Fig. 1: run 1, drive-strength map
Scale bar: 20 um.
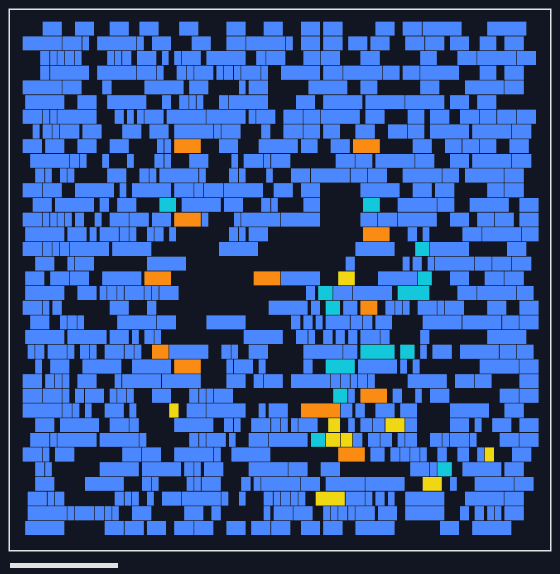
Fig. 2: run 1, clock wires, drivers and flops
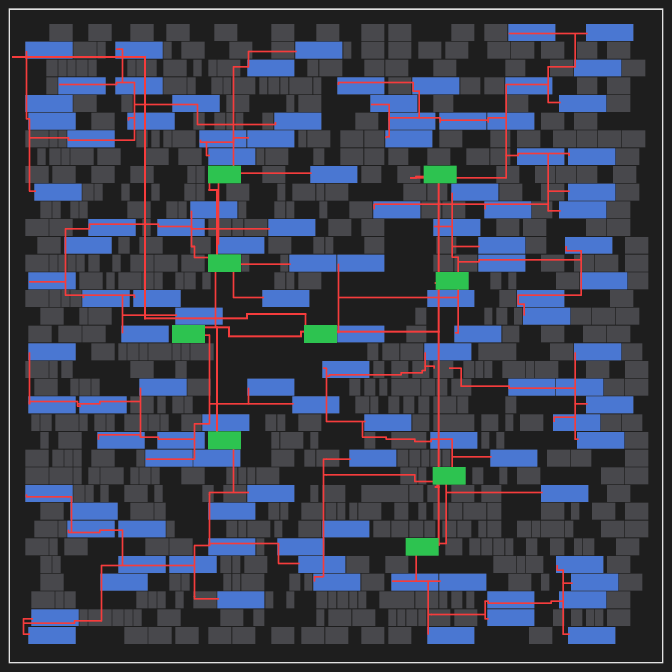
Fig. 3: run 1, clock wiring as the flow saved it
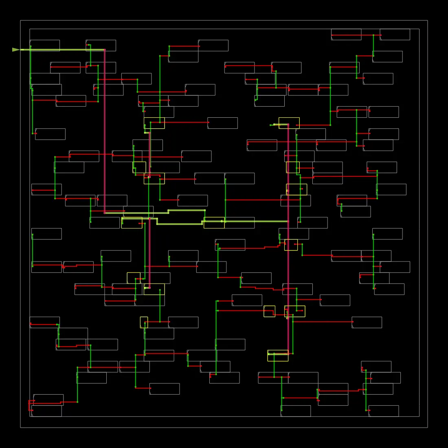
Fig. 4: run 1, pin placement
Pins as bars across the die edge, other pins in gray.
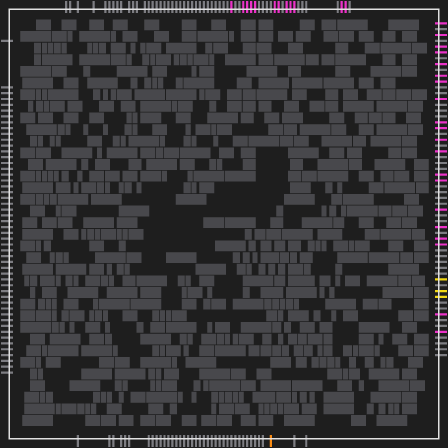
## config.mk

```make
export PLATFORM = sky130hd
export DESIGN_NAME = apb_master_ctrl
export DESIGN_NICKNAME = d
export VERILOG_FILES = /design/src/rtl/ahb2apb_pkg.sv /design/src/rtl/apb_addr_decode.sv /design/src/rtl/apb_master_ctrl.sv
export SDC_FILE = /design/constraint.sdc
export NUM_CORES = 1
export LEC_CHECK = 0
export CORE_MARGIN = 2
export CORE_UTILIZATION = 42
export DETAILED_ROUTE_END_ITERATION = 10
export PLACE_DENSITY_LB_ADDON = 0.1
export SKIP_LAST_GASP = 1
export SLEW_MARGIN = 10
export SYNTH_ARGS = -nofsm -noshare
export SYNTH_HDL_FRONTEND = slang
export SYNTH_SLANG_ARGS = --single-unit
```

## constraint.sdc

```tcl
create_clock -name hclk -period 2.9 [get_ports hclk]
set_input_delay 0.87 -clock hclk [delete_from_list [all_inputs] [get_ports hclk]]
set_output_delay 0.87 -clock hclk [all_outputs]
set_load 0.01 [all_outputs]
```

## src/rtl/ahb2apb_pkg.sv

```systemverilog
// Shared definitions for the AHB2APB bridge APB initiator: FSM encoding,
// slave base bytes and the one-hot PSEL patterns they map to.
package ahb2apb_pkg;

    typedef enum logic [1:0] {
        ST_IDLE   = 2'd0,
        ST_SETUP  = 2'd1,
        ST_ACCESS = 2'd2
    } apb_state_e;

    localparam logic [7:0] SLV0_BASE = 8'h80;
    localparam logic [7:0] SLV1_BASE = 8'h84;
    localparam logic [7:0] SLV2_BASE = 8'h88;

    localparam logic [2:0] PSEL_NONE = 3'b000;
    localparam logic [2:0] PSEL_S0   = 3'b001;
    localparam logic [2:0] PSEL_S1   = 3'b010;
    localparam logic [2:0] PSEL_S2   = 3'b100;

endpackage

```

## src/rtl/apb_addr_decode.sv

```systemverilog
// Combinational address decoder: top address byte -> one-hot slave select
// plus a hit flag for mapped regions.
module apb_addr_decode
    import ahb2apb_pkg::*;
(
    input  logic [7:0] i_addr_msb,
    output logic [2:0] o_psel,
    output logic       o_hit
);

    always_comb begin
        // NOTE: default assignment first so every path drives o_psel and no latch is inferred.
        o_psel = PSEL_NONE;
        case (i_addr_msb)
            SLV0_BASE: o_psel = PSEL_S0;
            SLV1_BASE: o_psel = PSEL_S1;
            SLV2_BASE: o_psel = PSEL_S2;
            default:   o_psel = PSEL_NONE;
        endcase
        o_hit = |o_psel;
    end

endmodule

```

## src/rtl/apb_master_ctrl.sv

```systemverilog
// APB initiator: accepts one request at a time, runs SETUP->ACCESS with a
// bounded pready wait, and returns a one-cycle response strobe.
module apb_master_ctrl
    import ahb2apb_pkg::*;
#(
    parameter int TIMEOUT_CYCLES = 16,
    parameter int CNT_W          = 5
) (
    input  logic        hclk,
    input  logic        hreset,
    input  logic        req_valid,
    output logic        req_ready,
    input  logic        req_write,
    input  logic [31:0] req_addr,
    input  logic [31:0] req_wdata,
    output logic        rsp_valid,
    output logic [31:0] rsp_rdata,
    output logic        rsp_err,
    output logic [2:0]  pselx,
    output logic        penable,
    output logic        pwrite,
    output logic [31:0] paddr,
    output logic [31:0] pwdata,
    input  logic [31:0] prdata,
    input  logic        pready,
    input  logic        pslverr
);

    apb_state_e       r_state;
    logic [CNT_W-1:0] r_cnt;
    logic [CNT_W-1:0] w_cnt_inc;
    logic [2:0]       w_psel;
    logic             w_hit;

    apb_addr_decode u_decode (
        .i_addr_msb (req_addr[31:24]),
        .o_psel     (w_psel),
        .o_hit      (w_hit)
    );

    assign w_cnt_inc = r_cnt + CNT_W'(1);
    assign req_ready = (r_state == ST_IDLE) & ~hreset;

    // NOTE: sequential state uses non-blocking assignments so all registers update together at the edge.
    always_ff @(posedge hclk) begin
        if (hreset) begin
            r_state   <= ST_IDLE;
            r_cnt     <= '0;
            pselx     <= PSEL_NONE;
            penable   <= 1'b0;
            pwrite    <= 1'b0;
            paddr     <= '0;
            pwdata    <= '0;
            rsp_valid <= 1'b0;
            rsp_rdata <= '0;
            rsp_err   <= 1'b0;
        end else begin
            rsp_valid <= 1'b0;
            case (r_state)
                ST_IDLE: begin
                    if (req_valid) begin
                        paddr  <= req_addr;
                        pwrite <= req_write;
                        pwdata <= req_wdata;
                        if (w_hit) begin
                            pselx   <= w_psel;
                            penable <= 1'b0;
                            r_state <= ST_SETUP;
                        end else begin
                            // Unmapped: answer immediately without touching the APB bus.
                            rsp_valid <= 1'b1;
                            rsp_err   <= 1'b1;
                            rsp_rdata <= '0;
                        end
                    end
                end
                ST_SETUP: begin
                    penable <= 1'b1;
                    r_cnt   <= '0;
                    r_state <= ST_ACCESS;
                end
                ST_ACCESS: begin
                    if (pready) begin
                        pselx     <= PSEL_NONE;
                        penable   <= 1'b0;
                        r_state   <= ST_IDLE;
                        rsp_valid <= 1'b1;
                        rsp_err   <= pslverr;
                        rsp_rdata <= (!pwrite && !pslverr) ? prdata : '0;
                    end else if (w_cnt_inc == CNT_W'(TIMEOUT_CYCLES)) begin
                        pselx     <= PSEL_NONE;
                        penable   <= 1'b0;
                        r_state   <= ST_IDLE;
                        rsp_valid <= 1'b1;
                        rsp_err   <= 1'b1;
                        rsp_rdata <= '0;
                    end else begin
                        r_cnt <= w_cnt_inc;
                    end
                end
                default: r_state <= ST_IDLE;
            endcase
        end
    end

endmodule

```

==> summary.txt, run 1 <==
status - finished, final reports clean
syn avg cell area - 8.92 um2
post-synthesis chip area from yosys - 3870 um2
Top cell excl fill/tap - clkdlybuf4s50_1
floorplan row count - 35
GPL Wtd Cong - 0.789
fin crit share - 90.1%
TritonCTS clock tree - yes
Routed Antenna Nets - 0
hold crit path type - reg2reg
Synth top cell by count - nand2_1
initial antenna violation count - 0
Post-CTS Hold Buffers - 0
Flops after synth - 110
Ys Warns - 0
LEAKAGE - 2.31 nW
GRT Total Usage - 21.6%
Vias - 3758
CP Max Fanout - 2
Post-Synth XOR/XNOR Area - 0.226%
OpenROAD warnings - 26
relative slew slack - 45.5%
Area contributors post-synth - dfxtp_1 57%, nand2_1 13%, a21oi_1 9.3%
hold path startpoint - pwdata[3]
fp util - 42.5%
vias per inst - 5.04
max incr delay on CP - 0.58 ns
post-layout min period - 2.61 ns
# resized after CTS - 0
power share of the combinational group - 14.8%
Setup CP Type - in2out
Psw - 0.716 mW
CP Capture Type - output port
Post-synth EDFFs - 0
Adder Area Share - 0.323%
drt total wl - 11100 um
Multiplexer share - 0.775%
hold depth - 2
Post-Syn Area - 3870 um2
drt pass-1 iters - 4
final total power - 2.85 mW
post-DP HPWL - 8000 um
end point of the critical path - req_ready
PD cells - 461 nW/um2
hold-critical path endpoint - pwdata[3]
crit path DRT - 2.03 ns
DRC - 0
R2R depth - 5
initial DRC count - 89
Worst setup SP type - primary input
cell type with the largest total area - dfxtp_1
number of stages on the worst setup path - 3
CTS Root Cell - clkbuf_8
worst path cell trace - buf_2 > nor3_1 > clkdlybuf4s50_1
worst-margin pin slew - 0.817 ns
total gr overflow - 0
Seq pwr share - 55.8%
Worst Path Buf+Inv - 2
Largest type area fraction - 56.9%
highest ir drop seen on vdd - 0.287 mV
Floorplan Nets - 537
largest net degree at the start of global routing - 78
DR WL/cell - 14.9 um
Async SR Flop Fraction - 0%
RR Startpoint - r_cnt[0]
clk buf depth - 2
level count of the clock H-tree - 3
max cap viols - 0
Synth logic family - simple AND/OR/NAND/NOR gates
global-route wire length before repair - 17300 um
Simple-Gate Fraction of Synth Area - 19.3%
Switching Fraction - 25.1%
Slowest-stage cell, CP - clkdlybuf4s50_1
RSZ-0062 raised after global routing - false
Fin Setup TNS - 0 ns
Post-synth top cells - 139 x nand2_1, 110 x dfxtp_1, 72 x a21oi_1
Cell Type Count - 35
yosys cell count - 434
core area - 9110 um2
Final Hold Viols - 0
fraction of layout cells with a size suffix above 1 - 5.36%
io pins - 206
Ant. Diodes - 0
Syn Inst Count - 434
TritonCTS Buffers - 9
Die Size - 10000 um2
Setup Buffers After CTS - 0
most numerous logic cells after layout - 204 x clkdlybuf4s50_1, 138 x nand2_1, 110 x dfxtp_1
Reg-to-Reg End - rsp_rdata[7]
die width - 100 um
-- Fig. 1 (at the start) --
- cyan: drive 3 to 4 (cells 13; share 2.1%)
- orange: drive 6 and up (cells 12; share 1.9%)
- blue: drive 1 or less (cells 600; share 95%)
- yellow: drive 2 (cells 9; share 1.4%)
Buffers, non-clock: 213
worst setup margin: 0.286 ns
final instance area: 6180 um2
synthesis-to-layout area growth: 59.6%

-- Fig. 2 (at the start) --
- blue: flip-flops (count 110)
- green: cells driving clock nets (count 9)
- red: clock wires (length 1220 um)
- routed clock nets: 10
- flops lie: all over the die
Clock Power Share: 29.3%
clock network power: 0.835 mW
clock latency at the later pin of the worst-skew pair: 0.36 ns

-- Fig. 3 (at the start) --
Final Skew: 0.0126 ns
Seq Cell Count: 110
clock net sink count: 110

-- Fig. 4 (at the start) --
- orange: rsp_valid (pins 1; direction output; edge bottom)
- yellow: pselx (pins 3; direction output; edge right)
- magenta: prdata (pins 32; direction input; edge 20 right, 12 top)
- all pins by edge: 58 right, 58 top, 51 left, 39 bottom
Die Ht: 100 um
Port Buffer Count: 205

## run 1: per-stage QoR
| stage | util [%] | hold WS (ns) | cells | area [um2] | worst slack [ns] |
|---|---|---|---|---|---|
| 2_1_floorplan | - | 0.479 | 434 | 3870 | 0.850 |
| 3_3_place_gp | 66.0 | 0.441 | 730 | 6010 | 0.253 |
| 3_5_place_dp | 66.0 | 0.446 | 730 | 6010 | 0.186 |
| 4_1_cts | 67.9 | 0.459 | 745 | 6180 | 0.270 |
| 5_1_grt | 67.9 | 0.481 | 745 | 6180 | 0.223 |
| 6_report | 67.9 | 0.457 | 745 | 6180 | 0.286 |
## run 1: worst reg2reg max path: stages (launching register included)
cell	delay, ns
dfxtp_1	0.43
ha_1	0.25
nand2_1	0.11
o21a_4	0.24
o31a_4	0.49
a22o_1	0.24
## run 1: state kept, by name, indices dropped and copies added (netlist names)
signal     count
paddr         32
pwrite         1
penable        1
pselx          3
rsp_rdata     32
pwdata        32
r_state        2
r_cnt          5
rsp_err        1
rsp_valid      1
## run 1: metal layers
layer	part of all wire, %	wire (um)	vias to the layer above	GRT usage, %
li1	-	-	1859	-
met1	42	4660	1720	26.3
met2	46	5140	156	35.3
met3	9.0	998	23	7.03
met4	2.6	289	0	8.85
met5	0	0	-	0
## run 1: layout make-up
cell class	instances	area [um2]
clock buffer	9	124
clock inverter	6	47.5
fill	745	2930
inverter	1	3.75
multi-input combinational	295	1550
sequential	110	2200
tap	111	139
timing repair buffer	213	2120
## run 1: power groups by stage
stage	combinational [mW]	clock (mW)	sequential [mW]
floorplan	0.116	0	1.65
global placement	0.418	0	1.62
detailed placement	0.424	0	1.63
CTS	0.427	0.864	1.59
global route	0.458	0.922	1.60
finish	0.423	0.835	1.59
==> inputs of run 2 (changes only) <==
--- a/config.mk
+++ b/config.mk
@@ -5,8 +5,11 @@
 export SDC_FILE = /design/constraint.sdc
 export NUM_CORES = 1
 export LEC_CHECK = 0
+export CELL_PAD_IN_SITES_DETAIL_PLACEMENT = 1
+export CELL_PAD_IN_SITES_GLOBAL_PLACEMENT = 1
 export CORE_MARGIN = 2
-export CORE_UTILIZATION = 42
+export CORE_UTILIZATION = 30
+export CTS_CLUSTER_SIZE = 16
 export DETAILED_ROUTE_END_ITERATION = 10
 export PLACE_DENSITY_LB_ADDON = 0.1
 export SKIP_LAST_GASP = 1
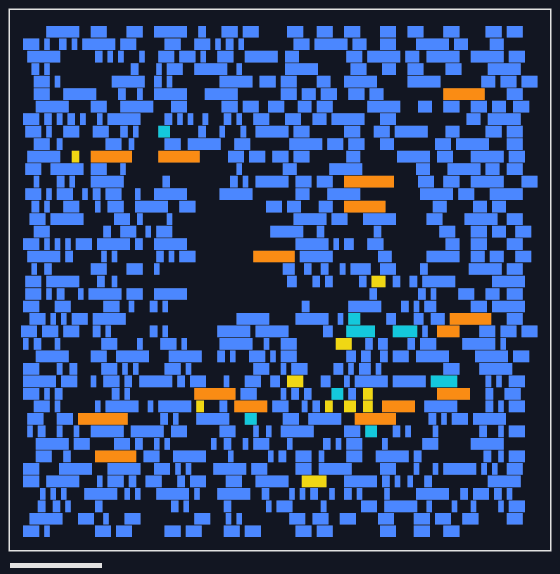
Fig. 5. Drive-strength map (run 2).
Scale bar: 20 um.
- cyan: drive 3 to 4 (cells 8; share 1.3%)
- blue: drive 1 or less (cells 600; share 95%)
- orange: drive 6 and up (cells 15; share 2.4%)
- yellow: drive 2 (cells 10; share 1.6%)
synthesis-to-layout area growth: 65.8%
worst setup margin: 0.231 ns

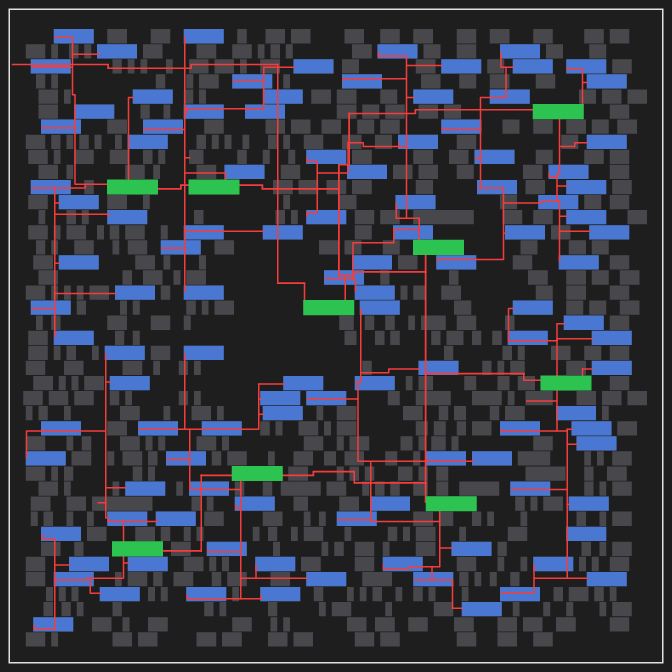
Fig. 6. Clock wires, drivers and flops (run 2).
- red: clock wires (length 1440 um)
- blue: flip-flops (count 110)
- green: cells driving clock nets (count 9)
- flops lie: all over the die
Final Skew: 0.00601 ns
clock network power: 1.34 mW
Clock Power Share: 40.0%

==> summary.txt, run 2 <==
status - finished, final reports clean
yosys cell count - 434 (unchanged)
post-DP HPWL - 8640 um (+8.0%)
Fillers - 1480 (+99%)
Post-Syn Area - 3870 um2 (unchanged)
Area contributors post-synth - dfxtp_1 57%, nand2_1 13%, a21oi_1 9.3%
initial DRC count - 111 (+25%)
fp util - 30.7% (-12 points)
DR WL/cell - 15.2 um (+2.2%)
placed inst area - 6100 um2 (+1.4%)
DRC - 0 (unchanged)
floorplan row count - 41 (+17%)
TritonCTS Buffers - 9 (unchanged)
logic share of the area - 24.1% (-0.93 points)
clk buf depth - 2 (unchanged)
Setup CP Type - in2out
Flop area - 2200 um2 (unchanged)
Die Size - 13800 um2 (+38%)
Slowest-stage cell, CP - clkdlybuf4s50_1
syn avg cell area - 8.92 um2 (unchanged)
Worst Path Buf+Inv - 2 (unchanged)
Fin Setup TNS - 0 ns (unchanged)
Setup Buffers After CTS - 0 (unchanged)
TritonCTS clock tree - yes
multi-input gate count - 295 (unchanged)
clock latency at the later pin of the worst-skew pair - 0.36 ns (about the same)
max cap viols - 0 (unchanged)
global-route wire length before repair - 19900 um (+15%)
most numerous logic cells after layout - 204 x clkdlybuf4s50_1, 138 x nand2_1, 110 x dfxtp_1
hold depth - 2 (unchanged)
LEAKAGE - 2.38 nW (+2.8%)
Post-CTS Hold Buffers - 0 (unchanged)
GPL Wtd Cong - 0.751 (-4.8%)
clock buf count - 10 (+1)
PD cells - 523 nW/um2 (+13%)
vias per inst - 4.68 (-7.1%)
Final Util - 50.9% (-17 points)
Worst setup SP type - primary input
die width - 118 um (+18%)
Routed Antenna Nets - 0 (unchanged)
Top cell excl fill/tap - clkdlybuf4s50_1
Max-area cell class - flip-flops and latches
CP Capture Type - output port
Well Taps - 172 (+55%)
Seq Cell Count - 110 (unchanged)
largest net degree at the start of global routing - 78 (unchanged)
crit path DRT - 2.03 ns (about the same)
max incr delay on CP - 0.63 ns (+0.05 ns)
OpenROAD warnings - 26 (unchanged)
Floorplan Nets - 537 (unchanged)
Syn Inst Count - 434 (unchanged)
fraction of layout cells with a size suffix above 1 - 5.21% (-0.15 points)
worst-margin pin slew - 0.857 ns (+0.0393 ns)
Flops after synth - 110 (unchanged)
fin cells - 805 (+8.1%)
Non-clk invs - 1 (unchanged)
Post-synth top cells - 139 x nand2_1, 110 x dfxtp_1, 72 x a21oi_1
# resized after CTS - 0 (unchanged)
R2R depth - 5 (unchanged)
cell type with the largest total area - dfxtp_1
Final non-clock buffer share - 33.2% (-1.1 points)
-- run 2: where the power goes --
part / total, mW / internal (mW) / leakage (nW) / switching (mW)
clock: 1.34 / 0.778 / 0.154 / 0.565
sequential: 1.59 / 1.56 / 0.899 / 0.0272
combinational: 0.423 / 0.253 / 1.32 / 0.171
total: 3.36 / 2.59 / 2.38 / 0.763
-- run 2: routing by layer --
| metal | vias up | track usage (%) | wire length [um] |
|---|---|---|---|
| met1 | 1772 | 20.1 | 5110 |
| met3 | 18 | 8.77 | 1090 |
| met5 | - | 0 | 0 |
| met2 | 123 | 29.7 | 5810 |
| met4 | 0 | 5.50 | 239 |
| li1 | 1858 | - | - |
-- run 2: final timing paths --
check | from | endpoint | slack [ns]
setup / recovery | hreset | req_ready | 0.23
hold / removal | paddr[15] | paddr[15] | 0.45
setup reg to reg | r_cnt[0] | rsp_rdata[9] | 1.00
hold reg to reg | paddr[15] | paddr[15] | 0.45
-- run 2: tightest hold or removal path, delay by kind of cell, from the launching register on --
family,cells,cell delay (ns)
flip-flops,1,0.31
AND/OR/NAND/NOR,1,0.05
AND-OR/OR-AND,1,0.05
-- run 2: stage by stage --
step,total power [mW],setup slack [ns],hold slack [ns]
final,3.36,0.231,0.452
after global routing,3.51,0.122,0.473
after CTS,3.42,0.229,0.456
after detailed placement,2.06,0.157,0.446
after global placement,2.05,0.189,0.441
after floorplan,1.77,0.850,0.479
-- run 2: kinds of logic (layout without fill, tap and decap cells) --
group / Yosys count / count (layout) / share of synthesized area [%]
muxes: 3 / 3 / 0.775
buffers and inverters: 29 / 228 / 3.49
adders and majority gates: 1 / 1 / 0.323
DFF: 110 / 110 / 56.9
and+or+nand+nor: 175 / 175 / 19.3
xor gates and xnor gates: 1 / 1 / 0.226
AOI/OAI and AO/OA: 115 / 115 / 19.1
Power figures rest on the tool's default switching activity, not on a simulated workload.
